layer_met1.png
Supply wires on this layer in gray.
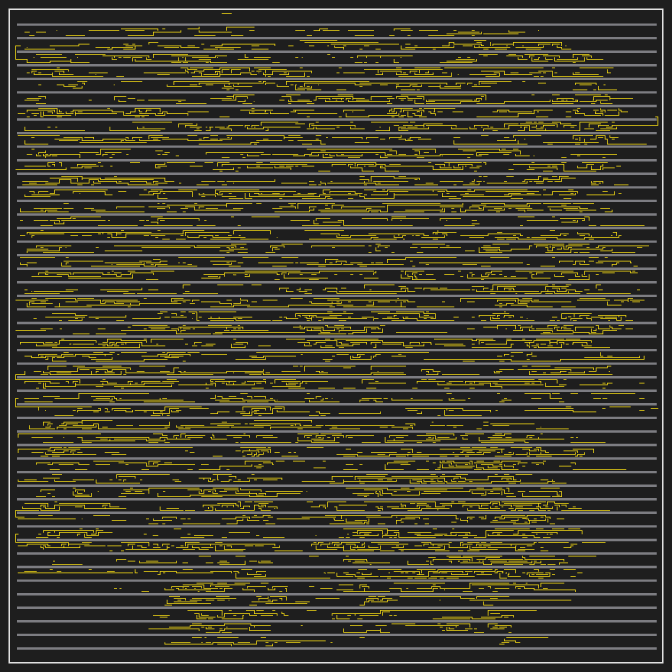
cell_density.png
The die is cut into 13 by 13 equal tiles; white is low, dark blue is high, 0 to 100% covered.
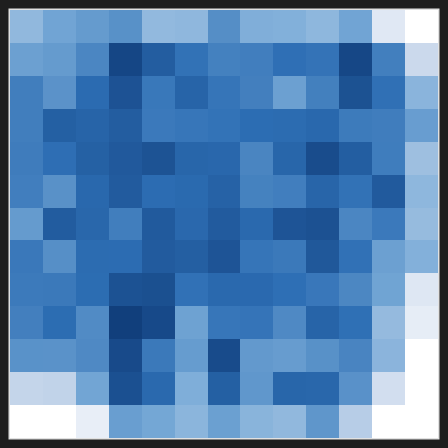
placement_by_type.png
Bar = 50 um. Fill, decap, tap and diode cells in gray.
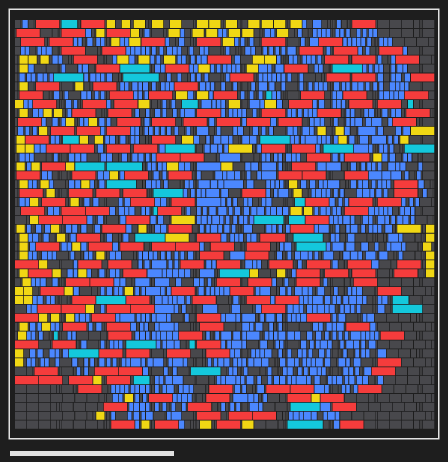
layer_met4.png
Bar = 50 um. Supply wires on this layer in gray. Cells faint in the background.
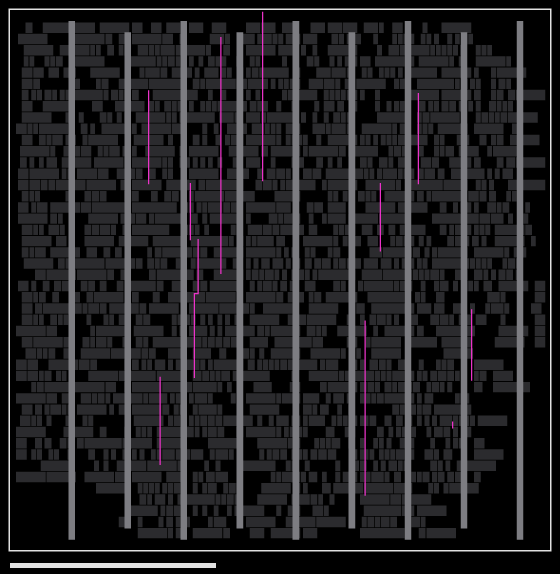
`src/rtl/m_uart_wbmaster_pkg.sv`:
```
// Shared definitions for the UART-to-Wishbone debug bridge.
//   - command / reply byte constants seen on the serial link
//   - state encodings for the command FSM and the RX byte sampler
package m_uart_wbmaster_pkg;

    localparam logic [7:0] CMD_W   = 8'h57;  // 'W' + A0..A3 + D0..D3
    localparam logic [7:0] CMD_R   = 8'h52;  // 'R' + A0..A3
    localparam logic [7:0] RSP_OK  = 8'h4B;  // 'K' write completed
    localparam logic [7:0] RSP_BAD = 8'h3F;  // '?' unknown command byte
    localparam logic [7:0] RSP_TO  = 8'h21;  // '!' bus cycle timed out

    typedef enum logic [2:0] {
        ST_IDLE,
        ST_ADDR,
        ST_DATA,
        ST_REQ,
        ST_BUS,
        ST_REPLY
    } state_e;

    typedef enum logic [1:0] {
        RX_IDLE,
        RX_START,
        RX_DATA,
        RX_STOP
    } rx_state_e;

endpackage

```
`src/rtl/m_uart_rx8.sv`:
```
// 8N1 UART byte receiver.
//   clk        : system clock
//   rst        : synchronous active-high reset
//   rx         : asynchronous serial input, idle high
//   byte_valid : one-clock strobe when a byte with a valid stop bit arrives
//   byte_data  : received byte, valid while byte_valid is high
// A falling edge starts a frame; the start bit is re-checked half a bit later
// so short low glitches are rejected. Frames with a low stop bit are dropped.
module m_uart_rx8 #(
    parameter int DIVISOR = 104
) (
    input  logic       clk,
    input  logic       rst,
    input  logic       rx,
    output logic       byte_valid,
    output logic [7:0] byte_data
);
    import m_uart_wbmaster_pkg::*;

    localparam logic [15:0] DIV_M1  = 16'(DIVISOR - 1);
    localparam logic [15:0] HALF_M1 = 16'(DIVISOR / 2 - 1);

    rx_state_e   st_q, st_d;
    logic [2:0]  sync_q, sync_d;   // [1:0] synchroniser, [2] previous synchronised level
    logic [15:0] cnt_q, cnt_d;
    logic [2:0]  bit_q, bit_d;
    logic [7:0]  shr_q, shr_d;
    logic        vld_q, vld_d;
    logic        cur;

    assign cur        = sync_q[1];
    assign byte_valid = vld_q;
    assign byte_data  = shr_q;

    always_comb begin
        st_d   = st_q;
        sync_d = {sync_q[1:0], rx};
        cnt_d  = cnt_q + 16'd1;
        bit_d  = bit_q;
        shr_d  = shr_q;
        vld_d  = 1'b0;
        case (st_q)
            RX_IDLE: begin
                cnt_d = '0;
                if (sync_q[2] && !cur) st_d = RX_START;
            end
            RX_START: if (cnt_q == HALF_M1) begin
                cnt_d = '0;
                bit_d = '0;
                st_d  = cur ? RX_IDLE : RX_DATA;
            end
            RX_DATA: if (cnt_q == DIV_M1) begin
                cnt_d = '0;
                shr_d = {cur, shr_q[7:1]};
                bit_d = bit_q + 3'd1;
                if (bit_q == 3'd7) st_d = RX_STOP;
            end
            RX_STOP: if (cnt_q == DIV_M1) begin
                // Back to idle mid-stop-bit so the next start edge is caught.
                vld_d = cur;
                st_d  = RX_IDLE;
            end
            default: st_d = RX_IDLE;
        endcase
    end

    always_ff @(posedge clk) begin
        if (rst) begin
            st_q   <= RX_IDLE;
            sync_q <= 3'b111;
            cnt_q  <= '0;
            bit_q  <= '0;
            shr_q  <= '0;
            vld_q  <= 1'b0;
        end else begin
            st_q   <= st_d;
            sync_q <= sync_d;
            cnt_q  <= cnt_d;
            bit_q  <= bit_d;
            shr_q  <= shr_d;
            vld_q  <= vld_d;
        end
    end

endmodule

```
`src/rtl/m_uart_wbmaster.sv`:
```
// UART debug/loader bridge acting as a Wishbone classic bus initiator.
//   CLK_I, RST_I     : clock, synchronous active-high reset
//   usartRX/usartTX  : 8N1 serial link, idle high
//   bus_req/bus_gnt  : ownership handshake with the slave-bus arbiter
//   CYC_O..SEL_O     : Wishbone master outputs (single 32-bit cycles)
//   ACK_I, DAT_I     : Wishbone slave response
// Commands: 'W' A0..A3 D0..D3 -> write, reply 'K'; 'R' A0..A3 -> read, reply
// D0..D3 LSB first; anything else -> '?'.
// Optional macro UARTWB_ACKTIMEOUT_EN: abort a bus cycle with no ACK_I after
// 255 clocks and reply '!'.
module m_uart_wbmaster #(
    parameter int DIVISOR = 104,
    parameter int GAPBITS = 32
) (
    input  logic        CLK_I,
    input  logic        RST_I,
    input  logic        usartRX,
    output logic        usartTX,
    output logic        bus_req,
    input  logic        bus_gnt,
    output logic        CYC_O,
    output logic        STB_O,
    output logic        WE_O,
    output logic [31:0] ADR_O,
    output logic [31:0] DAT_O,
    output logic [3:0]  SEL_O,
    input  logic        ACK_I,
    input  logic [31:0] DAT_I
);
    import m_uart_wbmaster_pkg::*;

    localparam logic [15:0] DIV_M1 = 16'(DIVISOR - 1);
    localparam logic [31:0] GAP_M1 = 32'(GAPBITS * DIVISOR - 1);

    logic       rx_vld;
    logic [7:0] rx_byte;

    m_uart_rx8 #(.DIVISOR(DIVISOR)) u_rx (
        .clk        (CLK_I),
        .rst        (RST_I),
        .rx         (usartRX),
        .byte_valid (rx_vld),
        .byte_data  (rx_byte)
    );

    state_e      state_q, state_d;
    logic [1:0]  cnt_q, cnt_d;
    logic        is_wr_q, is_wr_d;
    logic [31:0] adr_q, adr_d;
    logic [31:0] dat_q, dat_d;
    logic [31:0] rsp_q, rsp_d;       // reply bytes, sent from the low end
    logic [2:0]  rleft_q, rleft_d;   // reply bytes still to hand to TX
    logic        req_q, req_d;
    logic        cyc_q, cyc_d;
    logic [31:0] gap_q, gap_d;
`ifdef UARTWB_ACKTIMEOUT_EN
    logic [7:0]  to_q, to_d;
`endif

    logic [9:0]  tx_sh_q, tx_sh_d;
    logic [3:0]  tx_bits_q, tx_bits_d;
    logic [15:0] tx_cnt_q, tx_cnt_d;
    logic        tx_load, tx_ready;
    logic [7:0]  tx_byte;

    // Ready in the last clock of the stop bit so consecutive bytes abut.
    assign tx_ready = (tx_bits_q == 4'd0) || (tx_bits_q == 4'd1 && tx_cnt_q == DIV_M1);

    assign usartTX = (tx_bits_q == 4'd0) ? 1'b1 : tx_sh_q[0];
    assign bus_req = req_q;
    assign CYC_O   = cyc_q;
    assign STB_O   = cyc_q;
    assign WE_O    = cyc_q & is_wr_q;
    assign ADR_O   = adr_q;
    assign DAT_O   = dat_q;
    assign SEL_O   = {4{cyc_q}};

    always_comb begin
        state_d = state_q;
        cnt_d   = cnt_q;
        is_wr_d = is_wr_q;
        adr_d   = adr_q;
        dat_d   = dat_q;
        rsp_d   = rsp_q;
        rleft_d = rleft_q;
        req_d   = req_q;
        cyc_d   = cyc_q;
        gap_d   = '0;
        tx_load = 1'b0;
        tx_byte = rsp_q[7:0];
`ifdef UARTWB_ACKTIMEOUT_EN
        to_d    = '0;
`endif
        case (state_q)
            ST_IDLE: if (rx_vld) begin
                cnt_d = '0;
                if (rx_byte == CMD_W || rx_byte == CMD_R) begin
                    is_wr_d = (rx_byte == CMD_W);
                    state_d = ST_ADDR;
                end else begin
                    rsp_d   = {24'h0, RSP_BAD};
                    rleft_d = 3'd1;
                    state_d = ST_REPLY;
                end
            end
            ST_ADDR, ST_DATA: begin
                gap_d = gap_q + 32'd1;
                if (rx_vld) begin
                    gap_d = '0;
                    cnt_d = cnt_q + 2'd1;
                    if (state_q == ST_ADDR) adr_d = {rx_byte, adr_q[31:8]};
                    else                    dat_d = {rx_byte, dat_q[31:8]};
                    if (cnt_q == 2'd3) begin
                        if (state_q == ST_ADDR && is_wr_q) begin
                            state_d = ST_DATA;
                        end else begin
                            state_d = ST_REQ;
                            req_d   = 1'b1;
                        end
                    end
                end else if (gap_q == GAP_M1) begin
                    state_d = ST_IDLE;
                end
            end
            ST_REQ: if (bus_gnt) begin
                cyc_d   = 1'b1;
                state_d = ST_BUS;
            end
            ST_BUS: begin
                if (ACK_I) begin
                    cyc_d   = 1'b0;
                    req_d   = 1'b0;
                    state_d = ST_REPLY;
                    if (is_wr_q) begin
                        rsp_d   = {24'h0, RSP_OK};
                        rleft_d = 3'd1;
                    end else begin
                        rsp_d   = DAT_I;
                        rleft_d = 3'd4;
                    end
                end
`ifdef UARTWB_ACKTIMEOUT_EN
                // to_q counts clocks already spent with CYC_O high.
                else if (to_q == 8'd254) begin
                    cyc_d   = 1'b0;
                    req_d   = 1'b0;
                    rsp_d   = {24'h0, RSP_TO};
                    rleft_d = 3'd1;
                    state_d = ST_REPLY;
                end else begin
                    to_d = to_q + 8'd1;
                end
`endif
            end
            ST_REPLY: if (tx_ready) begin
                tx_load = 1'b1;
                rsp_d   = {8'h00, rsp_q[31:8]};
                rleft_d = rleft_q - 3'd1;
                if (rleft_q == 3'd1) state_d = ST_IDLE;
            end
            default: state_d = ST_IDLE;
        endcase
    end

    always_comb begin
        tx_sh_d   = tx_sh_q;
        tx_bits_d = tx_bits_q;
        tx_cnt_d  = tx_cnt_q;
        if (tx_bits_q != 4'd0) begin
            if (tx_cnt_q == DIV_M1) begin
                tx_cnt_d  = '0;
                tx_sh_d   = {1'b1, tx_sh_q[9:1]};
                tx_bits_d = tx_bits_q - 4'd1;
            end else begin
                tx_cnt_d  = tx_cnt_q + 16'd1;
            end
        end
        if (tx_load) begin
            tx_sh_d   = {1'b1, tx_byte, 1'b0};
            tx_bits_d = 4'd10;
            tx_cnt_d  = '0;
        end
    end

    always_ff @(posedge CLK_I) begin
        if (RST_I) begin
            state_q   <= ST_IDLE;
            cnt_q     <= '0;
            is_wr_q   <= 1'b0;
            adr_q     <= '0;
            dat_q     <= '0;
            rsp_q     <= '0;
            rleft_q   <= '0;
            req_q     <= 1'b0;
            cyc_q     <= 1'b0;
            gap_q     <= '0;
            tx_sh_q   <= '1;
            tx_bits_q <= '0;
            tx_cnt_q  <= '0;
`ifdef UARTWB_ACKTIMEOUT_EN
            to_q      <= '0;
`endif
        end else begin
            state_q   <= state_d;
            cnt_q     <= cnt_d;
            is_wr_q   <= is_wr_d;
            adr_q     <= adr_d;
            dat_q     <= dat_d;
            rsp_q     <= rsp_d;
            rleft_q   <= rleft_d;
            req_q     <= req_d;
            cyc_q     <= cyc_d;
            gap_q     <= gap_d;
            tx_sh_q   <= tx_sh_d;
            tx_bits_q <= tx_bits_d;
            tx_cnt_q  <= tx_cnt_d;
`ifdef UARTWB_ACKTIMEOUT_EN
            to_q      <= to_d;
`endif
        end
    end

endmodule

```
`config.mk`:
```
export PLATFORM = sky130hd
export DESIGN_NAME = m_uart_wbmaster
export DESIGN_NICKNAME = d
export VERILOG_FILES = /design/src/rtl/m_uart_wbmaster_pkg.sv /design/src/rtl/m_uart_rx8.sv /design/src/rtl/m_uart_wbmaster.sv
export SDC_FILE = /design/constraint.sdc
export NUM_CORES = 1
export LEC_CHECK = 0
export ABC_AREA = 1
export CAP_MARGIN = 10
export CORE_UTILIZATION = 56
export DETAILED_ROUTE_END_ITERATION = 6
export GPL_TIMING_DRIVEN = 1
export PLACE_DENSITY = 0.8
export SLEW_MARGIN = 30
export SYNTH_ARGS = -nofsm -noshare
export SYNTH_HDL_FRONTEND = slang
export SYNTH_SLANG_ARGS = --single-unit
```
`constraint.sdc`:
```
create_clock -name CLK_I -period 2.54 [get_ports CLK_I]
set_clock_uncertainty 0.05 [all_clocks]
set_input_delay 0.762 -clock CLK_I [delete_from_list [all_inputs] [get_ports CLK_I]]
set_output_delay 0.762 -clock CLK_I [all_outputs]
set_load 0.1 [all_outputs]
```
==> changes_impl.md <==
### Changed

- Drt pass-1 iters: 5
- Gates resized, CTS repair: 3
- Sequential power: 3.19 mW
- Met3 Use GR: 5.619%
- Hold endpoint: u_rx.sync_q[1]
- Fillers: 1371
- Met1 Wirelength: 9.724 mm
- EDFF count, synth: 0
- CP Buf/Inv Count: 3
- Setup CP Type: reg2out
- Tapcells: 216
- Achievable Freq: 403.4 MHz
- Hold Crit Start: u_rx.sync_q[0]
- Adder and majority gate portion of the synthesized area: 2.156%
- Worst slew pin tran: 0.8037 ns
- Max-area cell share: 43.34%
- Pins Over Slew Limit: 0
- Pleak: 4.775 nW
- Mapped Nets: 1372
- Worst reg2reg endpoint: rsp_q[1]
- Switching fraction of total power: 20.95%
- Pwr top: the clock network
- Total congestion overflow: 0
- R2R Setup Slk: 0.53 ns
- Area growth syn-to-layout: 19.53%
- Total CTS buffers: 21
- Tot Pwr: 6.671 mW
- Crit path DAT: 1.67 ns
- Chip width: 130.8 um
- Syn avg cell area: 7.040 um^2
- Total negative slack: 0 ns
- Top delay family on crit path: simple AND/OR/NAND/NOR gates
- Met2 Use GR: 42.17%
- R2r worst-path depth: 7
- Worst path cell trace: inv_2 > ha_2 > nand2_4 > clkinv_1 > or2_2 > buf_12
- Combinational Power Share: 4.0%
- RSZ-0062 raised after global routing: false
- Share of layout cells above drive strength 1: 12.32%
- Largest net degree at the start of global routing: 65
- Final setup violation count: 0
- FF+latch area: 0.004026 mm^2
- Yosys xor share: 2.170%
- 1st-iter DRT viols: 568
- Cells in synth_stat.txt: 1319
- Clock-cell share of area: 6.573%
- Comb group: 0.268 mW
- Final ANT Viol Nets: 0
- Syn Inst Count: 1319
- Internal cell power: 5.274 mW
- Commonest Layout Cell: nor2_1
- Yosys aoi share: 11.79%
- Drt drc: 0
- # Post-CTS Setup Buffers: 1
- Status: finished, final reports clean
- Inverters: 133
- Worst slew margin: 45.92%
- Nets: 1468
- CP max stage delay: 0.34 ns
- Final WS setup: 0.06108 ns
- Post-CTS Hold Buffers: 0
- Critical Path Sink: usartTX
- Die Ht: 130.8 um
- # IOs: 110
- Gate Area: 0.004481 mm^2
- CTS max path bufs: 3
- P_clk: 3.22 mW
- First-pass GRT wire length: 34.78 mm
- Top cells by count: 270 x nor2_1, 260 x nand2_1, 201 x dfxtp_1, 124 x inv_1, 105 x o21ai_0
- Final period util: 97.60%
- Signal buffers share of area: 9.831%
- Startpoint types: flip-flop
- Most common cell in the netlist: nor2_1
- Crit-path slowest cell: dfxtp_2
- Critical path fanouts, max: 4
- WL met2: 10.05 mm
- Diodes inserted: 0
- HPWL after DPL: 14.75 mm
- Peak supply drop: 489.5 uV
- Buffers added on ports: 109
- Hold depth: 1
- Reg power frac: 47.7%
- Multi-input combinational area share: 40.37%
- Top Usage Layer GRT: met2
- TritonCTS clock tree: done
- Placer Congestion: 0.8933
- Largest cells by area: dfxtp_1 43%, nor2_1 11%, nand2_1 11%, o21ai_0 5.7%, inv_1 5.0%
- Crit. End Element: output port
- WL/cell: 12.99 um
- Pwr dens: 601.1 mW/mm^2
- Main flop type: dfxtp_1
- CP Depth: 6
- Seq cells post-synth: 201
- Net Sw Power: 1.398 mW
- Ys async rst share: 0%
- Worst skew pair latency: 0.49 ns
- DP Area: 0.01035 mm^2
- Clock transition at the registers of the reported paths: 0.06 ns
- GR Util met1: 32.28%
- Top logic cells by instance count in the layout: 270 x nor2_1, 260 x nand2_1, 199 x dfxtp_1
- DR WL met3: 1.290 mm
- Number of max-cap violations: 0
- Place WS: 0.1696 ns
- Max layer used: met4
- Vias/cell: 5.141
- Vias in the first global route: 7543
- Die area: 0.01710 mm^2
- Comb area leader: simple AND/OR/NAND/NOR gates
- Sequential share of the synthesized area: 43.34%
- GR Util All Layers: 24.80%
- Dominant class by area: logic gates
- Seq_cells: 201
- Critical Path RT: 1.73 ns
- Non-clk bufs: 125
- Min Clock Period, post-route: 2.479 ns
- Initial antenna violation count: 0
- Log Warnings: 33
Notes on layer_met1.png above:
1359 nets have wire on it. The layer carries 9720 um of wire.

Notes on cell_density.png above:
34% of the tiles are over 75% full. The fullest tile reaches 94%. The emptiest ninth of the die: south-east.
fin util: 69.11%
Init Core Util: 57.82%
CORE AREA: 0.01606 mm^2

Notes on placement_by_type.png above:
clock drivers and dummy loads: shown in cyan, cells 36, share of their area 6.7%. combinational and other logic: shown in blue, cells 1066, share of their area 46%. other buffers and delay cells: shown in yellow, cells 125, share of their area 10%. flops: shown in red, cells 201, share of their area 37%.
Rows: 46
final instance area: 0.01110 mm^2
Seq area share: 36.28%

Notes on layer_met4.png above:
5 nets have wire on it. The longest straight run is 57.1 um.
routed vias: 8451
wirelength, routed: 21.35 mm

[state kept, by name, indices dropped and copies added (netlist names), 4 cells and up, named ones only]
| signal | flops |
|---|---|
| tx_sh_q | 9 |
| tx_cnt_q | 16 |
| rsp_q | 32 |
| u_rx.cnt_q | 16 |
| DAT_O | 32 |
| gap_q | 32 |
| u_rx.byte_data | 8 |
| tx_bits_q | 4 |
| ADR_O | 32 |
[through the flow]
| step | hold slack (ns) | cells | utilization [%] |
|---|---|---|---|
| finish | 0.3624 | 1644 | 69.11 |
| global placement | 0.3410 | 1607 | 64.47 |
| global route | 0.3739 | 1644 | 69.11 |
| CTS | 0.3600 | 1644 | 69.11 |
| detailed placement | 0.3492 | 1607 | 64.47 |
| floorplan | 0.3395 | 1319 | - |
Power figures rest on the tool's default switching activity, not on a simulated workload.
